**src/rtl/serial_subtractor_pkg.sv**
```systemverilog
// Shared definitions for the bit-serial subtractor: FSM encoding and a
// width helper used to size the bit counter.
package serial_subtractor_pkg;

  typedef enum logic [1:0] {
    IDLE  = 2'd0,
    SHIFT = 2'd1,
    DONE  = 2'd2
  } state_t;

  // Ceiling log2; clog2(1) = 0.
  function automatic int clog2(input int value);
    int result;
    int v;
    result = 0;
    v      = value - 1;
    while (v > 0) begin
      result++;
      v = v >> 1;
    end
    return result;
  endfunction

endpackage

```
**src/rtl/serial_subtractor_if.sv**
```systemverilog
// Request/result bundle of the serial subtractor. The master issues
// operands and start; the slave (the subtractor) returns status and result.
interface serial_subtractor_if #(
  parameter int WIDTH = 8
);
  logic             start;
  logic [WIDTH-1:0] a;
  logic [WIDTH-1:0] b;
  logic             bin;
  logic             busy;
  logic             done;
  logic [WIDTH-1:0] diff;
  logic             bout;
  logic             ovf;

  modport master (
    output start, a, b, bin,
    input  busy, done, diff, bout, ovf
  );

  modport slave (
    input  start, a, b, bin,
    output busy, done, diff, bout, ovf
  );
endinterface

```
**src/rtl/serial_subtractor_full_subtractor.sv**
```systemverilog
// One-bit full subtractor: diff = a - b - bin, bout set when a borrow is
// needed from the next bit.
module full_subtractor (
  input  logic a,
  input  logic b,
  input  logic bin,
  output logic diff,
  output logic bout
);

  assign diff = a ^ b ^ bin;
  assign bout = (~a & b) | (~(a ^ b) & bin);

endmodule

```
**src/rtl/serial_subtractor.sv**
```systemverilog
// Bit-serial subtractor: computes a - b - bin LSB first, one bit per clock,
// reusing a single full subtractor cell for every bit position.
module serial_subtractor
  import serial_subtractor_pkg::*;
#(
  parameter int WIDTH = 8
) (
  input  logic                 clk,
  input  logic                 rst_n,
  serial_subtractor_if.slave   bus
);

  localparam int CW = clog2(WIDTH) + 1;

  state_t           state_q, state_d;
  logic             accept;
  logic             last_bit;
  logic [WIDTH-1:0] a_q, b_q, diff_q;
  logic             br_q;
  logic             bout_q, ovf_q;
  logic             busy_q, done_q;
  logic [CW-1:0]    cnt_q;
  logic             d_bit, br_next;

  full_subtractor u_cell (
    .a    (a_q[0]),
    .b    (b_q[0]),
    .bin  (br_q),
    .diff (d_bit),
    .bout (br_next)
  );

  // State register plus registered status flags derived from the next state.
  always_ff @(posedge clk or negedge rst_n) begin
    if (!rst_n) begin
      state_q <= IDLE;
      busy_q  <= 1'b0;
      done_q  <= 1'b0;
    end else begin
      // NOTE: non-blocking so every flop samples pre-edge values, regardless of statement order.
      state_q <= state_d;
      busy_q  <= (state_d == SHIFT);
      done_q  <= (state_d == DONE);
    end
  end

  // Next-state logic; a new start is only honoured when no operation is in flight.
  always_comb begin
    // NOTE: defaults first so no path leaves a signal unassigned and infers a latch.
    state_d  = state_q;
    accept   = 1'b0;
    last_bit = 1'b0;
    case (state_q)
      IDLE: begin
        if (bus.start) begin
          accept  = 1'b1;
          state_d = SHIFT;
        end
      end
      SHIFT: begin
        if (cnt_q == CW'(WIDTH - 1)) begin
          last_bit = 1'b1;
          state_d  = DONE;
        end
      end
      DONE: begin
        if (bus.start) begin
          accept  = 1'b1;
          state_d = SHIFT;
        end else begin
          state_d = IDLE;
        end
      end
      default: state_d = IDLE;
    endcase
  end

  // Operand capture, per-bit shifting and final borrow/overflow capture.
  always_ff @(posedge clk or negedge rst_n) begin
    if (!rst_n) begin
      // NOTE: every datapath register is reset so a mid-operation reset leaves no stale partial result.
      a_q    <= '0;
      b_q    <= '0;
      diff_q <= '0;
      br_q   <= 1'b0;
      bout_q <= 1'b0;
      ovf_q  <= 1'b0;
      cnt_q  <= '0;
    end else if (accept) begin
      a_q   <= bus.a;
      b_q   <= bus.b;
      br_q  <= bus.bin;
      cnt_q <= '0;
    end else if (state_q == SHIFT) begin
      // Written as shifts so the same expression also covers WIDTH = 1.
      diff_q <= (diff_q >> 1) | (WIDTH'(d_bit) << (WIDTH - 1));
      a_q    <= a_q >> 1;
      b_q    <= b_q >> 1;
      br_q   <= br_next;
      cnt_q  <= cnt_q + CW'(1);
      if (last_bit) begin
        bout_q <= br_next;
        // Borrow into the MSB differing from borrow out of it means the signed result overflowed.
        ovf_q  <= br_q ^ br_next;
      end
    end
  end

  assign bus.busy = busy_q;
  assign bus.done = done_q;
  assign bus.diff = diff_q;
  assign bus.bout = bout_q;
  assign bus.ovf  = ovf_q;

endmodule
```
**src/flat_wrapper.sv**
```systemverilog
// flat-port wrapper written by rule: the top's interface ports become plain ports
module serial_subtractor_flat import serial_subtractor_pkg::*;
#(
  parameter int WIDTH = 8
)
  (clk, rst_n, bus_start, bus_a, bus_b, bus_bin, bus_busy, bus_done, bus_diff, bus_bout, bus_ovf);
  serial_subtractor_if #(.WIDTH(WIDTH)) bus_i ();
  input  logic clk;
  input  logic rst_n;
  input wire logic [$bits(bus_i.start)-1:0] bus_start;
  input wire logic [$bits(bus_i.a)-1:0] bus_a;
  input wire logic [$bits(bus_i.b)-1:0] bus_b;
  input wire logic [$bits(bus_i.bin)-1:0] bus_bin;
  output wire logic [$bits(bus_i.busy)-1:0] bus_busy;
  output wire logic [$bits(bus_i.done)-1:0] bus_done;
  output wire logic [$bits(bus_i.diff)-1:0] bus_diff;
  output wire logic [$bits(bus_i.bout)-1:0] bus_bout;
  output wire logic [$bits(bus_i.ovf)-1:0] bus_ovf;
  assign bus_i.start = bus_start;
  assign bus_i.a = bus_a;
  assign bus_i.b = bus_b;
  assign bus_i.bin = bus_bin;
  assign bus_busy = bus_i.busy;
  assign bus_done = bus_i.done;
  assign bus_diff = bus_i.diff;
  assign bus_bout = bus_i.bout;
  assign bus_ovf = bus_i.ovf;
  serial_subtractor #(.WIDTH(WIDTH)) u_core (.clk(clk), .rst_n(rst_n), .bus(bus_i));
endmodule
```
**config.mk**
```make
export PLATFORM = sky130hd
export DESIGN_NAME = serial_subtractor_flat
export DESIGN_NICKNAME = d
export VERILOG_FILES = /design/src/rtl/serial_subtractor_pkg.sv /design/src/rtl/serial_subtractor_if.sv /design/src/rtl/serial_subtractor_full_subtractor.sv /design/src/rtl/serial_subtractor.sv /design/src/flat_wrapper.sv
export SDC_FILE = /design/constraint.sdc
export NUM_CORES = 1
export LEC_CHECK = 0
export CAP_MARGIN = 15
export CORE_UTILIZATION = 40
export DETAILED_ROUTE_END_ITERATION = 7
export PLACE_DENSITY = 0.65
export SKIP_CTS_REPAIR_TIMING = 1
export SYNTH_ARGS = -nofsm -noshare
export SYNTH_HDL_FRONTEND = slang
export SYNTH_SLANG_ARGS = --single-unit
```
**constraint.sdc**
```tcl
create_clock -name clk -period 2.35 [get_ports clk]
set_input_delay 0.47 -clock clk [delete_from_list [all_inputs] [get_ports clk]]
set_output_delay 0.47 -clock clk [all_outputs]
set_load 0.1 [all_outputs]
```
run_1/final_congestion.png
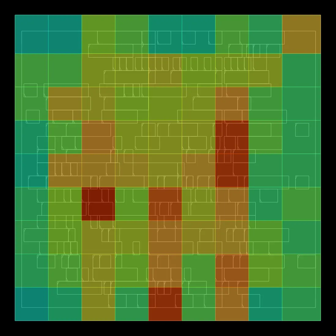
global routing met2 resource utilization: 25.13%
most crowded layer after global routing: met2

run_1/met2.png
Drawn at 4 px/um. Cells faint in the background.
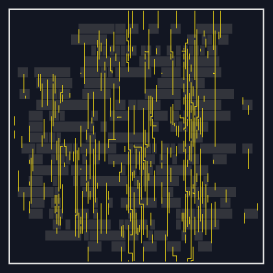
166 nets have wire on it. The longest straight run is 28.9 um. The wires run mostly vertical. The layer carries 1340 um of wire.
wire length reported by the detailed router: 2872 um
vias after detailed routing: 1143

run_1/zoom.png
Window x 12 to 52, y 23 to 63 um. Cells in grey, sequential cells in the stronger grey; small squares are vias.
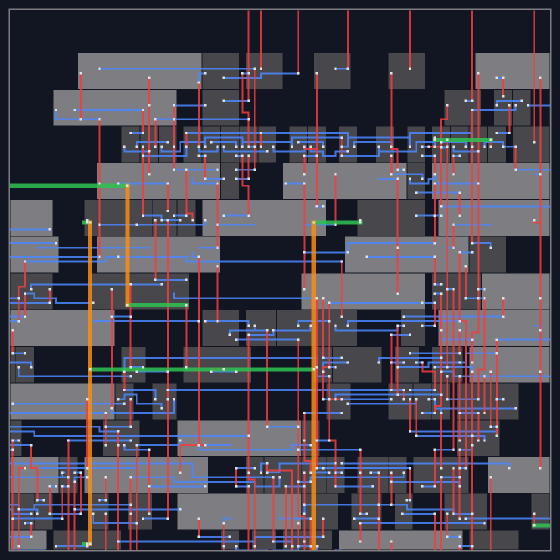
met1: drawn in blue. met4: drawn in orange. met2: drawn in red. met3: drawn in green.
100 logic cells have their middle in the window. Most frequent: nand2_1 (34), dfrtp_1 (21), buf_4 (10). Netlist names of flops here include u_core.bus.diff (8), u_core.cnt_q (4), u_core.a_q (2). Sequential cells in the window: 21.

run_1/gate_families.png
Drawn at 8 px/um.
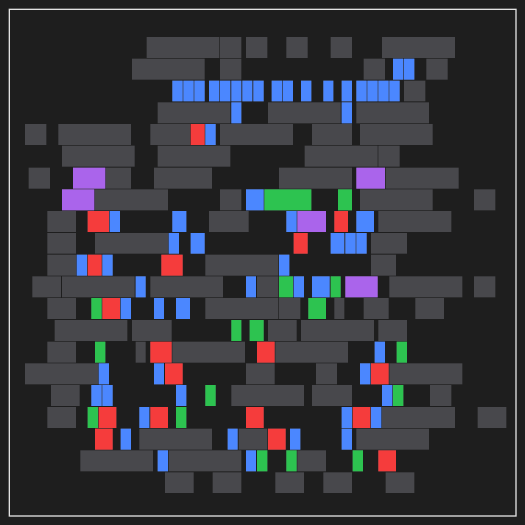
multiplexers: drawn in purple, cells 5, most used mux2_2. NOR gates: drawn in green, cells 17, most used nor2_1. inverting AOI/OAI gates: drawn in red, cells 18, most used a31oi_1. NAND gates: drawn in blue, cells 59, most used nand2_1.
most common library cell in the layout ignoring fill and taps: sky130_fd_sc_hd__nand2_1
multi-input combinational area share: 29.60%
Finished Layout Cells: 230

==> Slide: Implementation Results, run 1 <==
Run Summary

Final layout
  – Clock-cell share of area: 3.849%
  – Total Nets Final: 207
  – Count of inverters other than clock inverters in the layout: 1
  – Cell kind with the greatest summed area: sequential cells
  – Clock buf count: 6
  – Count of antenna diodes in the layout: 0
  – Flops: 35
  – Layout multi-input combinational cell count: 106
  – Area Overhead vs Synth: 26.00%
  – Fraction of layout instances using a drive strength above 1: 14.13%
  – Seq area share: 46.45%
  – Sequential cell area: 875.8 um2
  – Final std cell area, no fill: 1886 um2

Clocking
  – TritonCTS Sinks: 35
  – CTS H-tree lvls: 2
  – Maximum number of buffers from clock root to sink: 2
  – Clock-pin slew on the worst setup and hold paths: 0.06 ns
  – CTS buffer count: 5

Logic synthesis
  – Sequential share of the synthesized area: 58.53%
  – Count of unique library cells instantiated by Yosys: 27
  – Synth Area per Inst: 9.845 um2
  – Adder and majority cell fraction of the synthesized area: 2.174%
  – Nets at Floorplan: 174
  – Multiplexer share of the synthesized area: 3.595%
  – Synth logic family: simple AND/OR/NAND/NOR gates
  – Area share of the largest cell type after synthesis: 58.53%
  – Library cell occupying the most area in the post-synthesis netlist: sky130_fd_sc_hd__dfrtp_1
  – Proportion of register bits with asynchronous set or reset after synthesis: 100.0%
  – Synth Area in Simple Gates: 21.66%
  – Count of flip-flops with a built-in enable after synthesis: 0

Setup path
  – Number of buffers and inverters on the critical path: 0
  – Critical path's top delay family: simple AND/OR/NAND/NOR gates
  – Critical path endpoint category: flip-flop
  – Largest incremental delay on the critical path: 0.44 ns
  – Data required time of the critical path: 2.51 ns
  – FF-to-FF setup slack: 0.72 ns
  – Critical-path cell with the highest stage delay: sky130_fd_sc_hd__nand2b_1
  – CP Max Fanout: 14
  – CP Data Arrival Time: 1.80 ns
  – Cell depth of the worst setup path: 3
  – Cell breakdown of the critical path: nand2b_1 -> nor3_4 -> mux2_2
  – Last element of the critical path: u_core.bus.bout$_DFFE_PN0P_
  – Crit start category: flip-flop

Final timing
  – Sum Neg Setup Slack: 0 ns
  – Max Clk Rate: 612.7 MHz
  – Worst Setup Slack, final: 0.7180 ns
  – Unrepaired setup endpoints after global routing: no
  – Final clock skew: 0.007301 ns
  – Actual transition at the worst max-transition pin: 0.6659 ns
  – Headroom to the max-slew limit: 55.60%
  – Setup Viol. Count Final: 0
  – Tightest hold margin: 0.4733 ns

Drt
  – Detailed-routed wire length on met3: 109 um
  – Initial drt markers: 34
  – Mean number of vias per cell: 4.970
  – Routed length per placed instance: 12.49 um
  – Amount of wire on met2 after detailed routing: 1336 um

Global route
  – Wire length of the first global-routing pass: 5099 um
  – GRT overflow: 0
  – GRT Overall Usage: 16.70%
  – Largest net degree at the start of global routing: 36

Die
  – Vertical die dimension: 63.17 um
  – Die boundary width: 63.17 um
  – Tap cell count: 46
  – FP Util: 43.15%

Run status
  – Status: finished, final reports clean

Hold path
  – Count of cells along the worst hold path: 2
  – Worst Hold End: u_core.bus.diff[0]$_DFFE_PN0P_
  – Class of the tightest hold or removal check: flip-flop to flip-flop
  – Min-delay src: u_core.bus.diff[0]$_DFFE_PN0P_

Placement
  – Global placement routability congestion: 0.7488
  – Buffers added on ports: 31
  – Detailed placer's ending HPWL: 2022 um
--- run 2 (diff from run 1) ---
==> constraint.sdc (replaced) <==
create_clock -name clk -period 1.7 [get_ports clk]
set_input_delay 0.34 -clock clk [delete_from_list [all_inputs] [get_ports clk]]
set_output_delay 0.34 -clock clk [all_outputs]
set_load 0.1 [all_outputs]
==> run 2 against run 1 <==
Clock skew decreased by 0.0019 ns; final area increased by 10%; first-iteration DRC count increased by 100%; setup slack lost 0.46 ns; worst hold slack got worse by 0.0087 ns; via count is 2.6% higher; non-clock buffer count is 3 higher; sequential share of layout area shrank 4.2 points; largest cell class unchanged; highest routed layer unchanged.
==> Slide: Implementation Results, run 2 <==
Run Summary

Logic synthesis
  – Count of flip-flops with a built-in enable after synthesis: 0 (unchanged)
  – Adder and majority cell fraction of the synthesized area: 2.174% (unchanged)
  – Library cell occupying the most area in the post-synthesis netlist: sky130_fd_sc_hd__dfrtp_1 (unchanged)
  – Synth Area per Inst: 9.845 um2 (unchanged)
  – Synth logic family: simple AND/OR/NAND/NOR gates (unchanged)
  – Count of unique library cells instantiated by Yosys: 27 (unchanged)
  – Multiplexer share of the synthesized area: 3.595% (unchanged)
  – Sequential share of the synthesized area: 58.53% (unchanged)
  – Synth Area in Simple Gates: 21.66% (unchanged)
  – Nets at Floorplan: 174 (unchanged)
  – Area share of the largest cell type after synthesis: 58.53% (unchanged)

Final layout
  – Count of inverters other than clock inverters in the layout: 1 (unchanged)
  – Total Nets Final: 210 (was 207)
  – Count of antenna diodes in the layout: 0 (unchanged)
  – Flops: 35 (unchanged)
  – Layout multi-input combinational cell count: 106 (unchanged)
  – Cell kind with the greatest summed area: sequential cells (unchanged)
  – Clock buf count: 6 (unchanged)
  – Most common library cell in the layout ignoring fill and taps: sky130_fd_sc_hd__nand2_1 (unchanged)
  – Area Overhead vs Synth: 38.55% (was 26.00%)
  – Clock-cell share of area: 4.224% (was 3.849%)
  – Fraction of layout instances using a drive strength above 1: 16.49% (was 14.13%)

Clocking
  – Clock-pin slew on the worst setup and hold paths: 0.07 ns (was 0.06 ns)
  – TritonCTS Sinks: 35 (unchanged)
  – CTS buffer count: 5 (unchanged)
  – Insertion delay of the later-clocked pin in the worst-skew pair: 0.29 ns (was 0.28 ns)
  – Maximum number of buffers from clock root to sink: 2 (unchanged)
  – CTS H-tree lvls: 2 (unchanged)

Die
  – Tap cell count: 46 (unchanged)
  – Die boundary width: 63.17 um (unchanged)
  – Vertical die dimension: 63.17 um (unchanged)
  – FP Util: 43.15% (unchanged)

Setup path
  – CP Max Fanout: 3 (was 14)
  – Critical path's top delay family: adder cells (was simple AND/OR/NAND/NOR gates)
  – Last element of the critical path: u_core.bus.ovf$_DFFE_PN0P_ (was u_core.bus.bout$_DFFE_PN0P_)
  – Critical-path cell with the highest stage delay: sky130_fd_sc_hd__fa_1 (was sky130_fd_sc_hd__nand2b_1)
  – Critical path endpoint category: flip-flop (unchanged)
  – Crit start category: flip-flop (unchanged)
  – FF-to-FF setup slack: 0.25 ns (was 0.72 ns)
  – Data required time of the critical path: 1.88 ns (was 2.51 ns)
  – Cell depth of the worst setup path: 4 (was 3)

Final timing
  – Sum Neg Setup Slack: 0 ns (unchanged)
  – Unrepaired setup endpoints after global routing: no (unchanged)
  – Max Clk Rate: 691.5 MHz (was 612.7 MHz)
  – Tightest hold margin: 0.4646 ns (was 0.4733 ns)
  – Final clock skew: 0.005372 ns (was 0.007301 ns)
  – Worst Setup Slack, final: 0.2538 ns (was 0.7180 ns)

Drt
  – Routed length per placed instance: 12.48 um (was 12.49 um)
  – Mean number of vias per cell: 5.013 (was 4.970)
  – Detailed-routed wire length on met3: 162 um (was 109 um)
  – Initial drt markers: 69 (was 34)
  – Vias after detailed routing: 1173 (was 1143)
  – Wire length reported by the detailed router: 2920 um (was 2872 um)

Placement
  – Buffers added on ports: 31 (unchanged)
  – Global placement routability congestion: 0.7724 (was 0.7488)
  – Detailed placer's ending HPWL: 2067 um (was 2022 um)

Global route
  – GRT Overall Usage: 17.12% (was 16.70%)
  – Most crowded layer after global routing: met2 (unchanged)
  – Wire length of the first global-routing pass: 5085 um (was 5099 um)
  – Global routing met2 resource utilization: 27.02% (was 25.13%)
  – Largest net degree at the start of global routing: 36 (unchanged)
  – GRT overflow: 0 (unchanged)

Run status
  – Status: finished, final reports clean (unchanged)
run_2/gate_families.png
Drawn at 8 px/um.
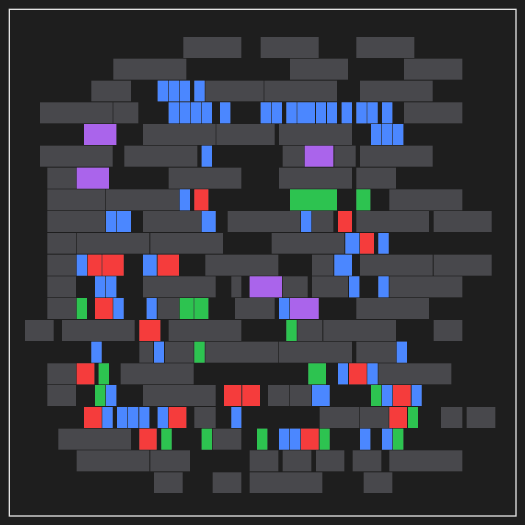
inverting AOI/OAI gates: drawn in red, cells 18, most used a31oi_1. multiplexers: drawn in purple, cells 5, most used mux2_2. NAND gates: drawn in blue, cells 59, most used nand2_1. NOR gates: drawn in green, cells 17, most used nor2_1.
multi-input combinational area share: 26.92%
Finished Layout Cells: 234

run_2/registers.png
Drawn at 8 px/um. Other sequential cells in the stronger grey, the rest of the logic in the fainter grey.
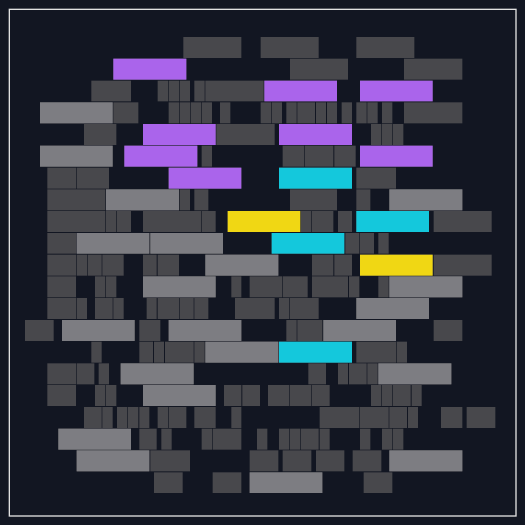
u_core.cnt_q: drawn in cyan, flops 4, where centre. u_core.state_q: drawn in yellow, flops 2. u_core.bus.diff: drawn in purple, flops 8.
Another 21 sequential cells are not coloured.
final design utilization: 59.78%
Sequential cell area: 875.8 um2
Seq area share: 42.24%

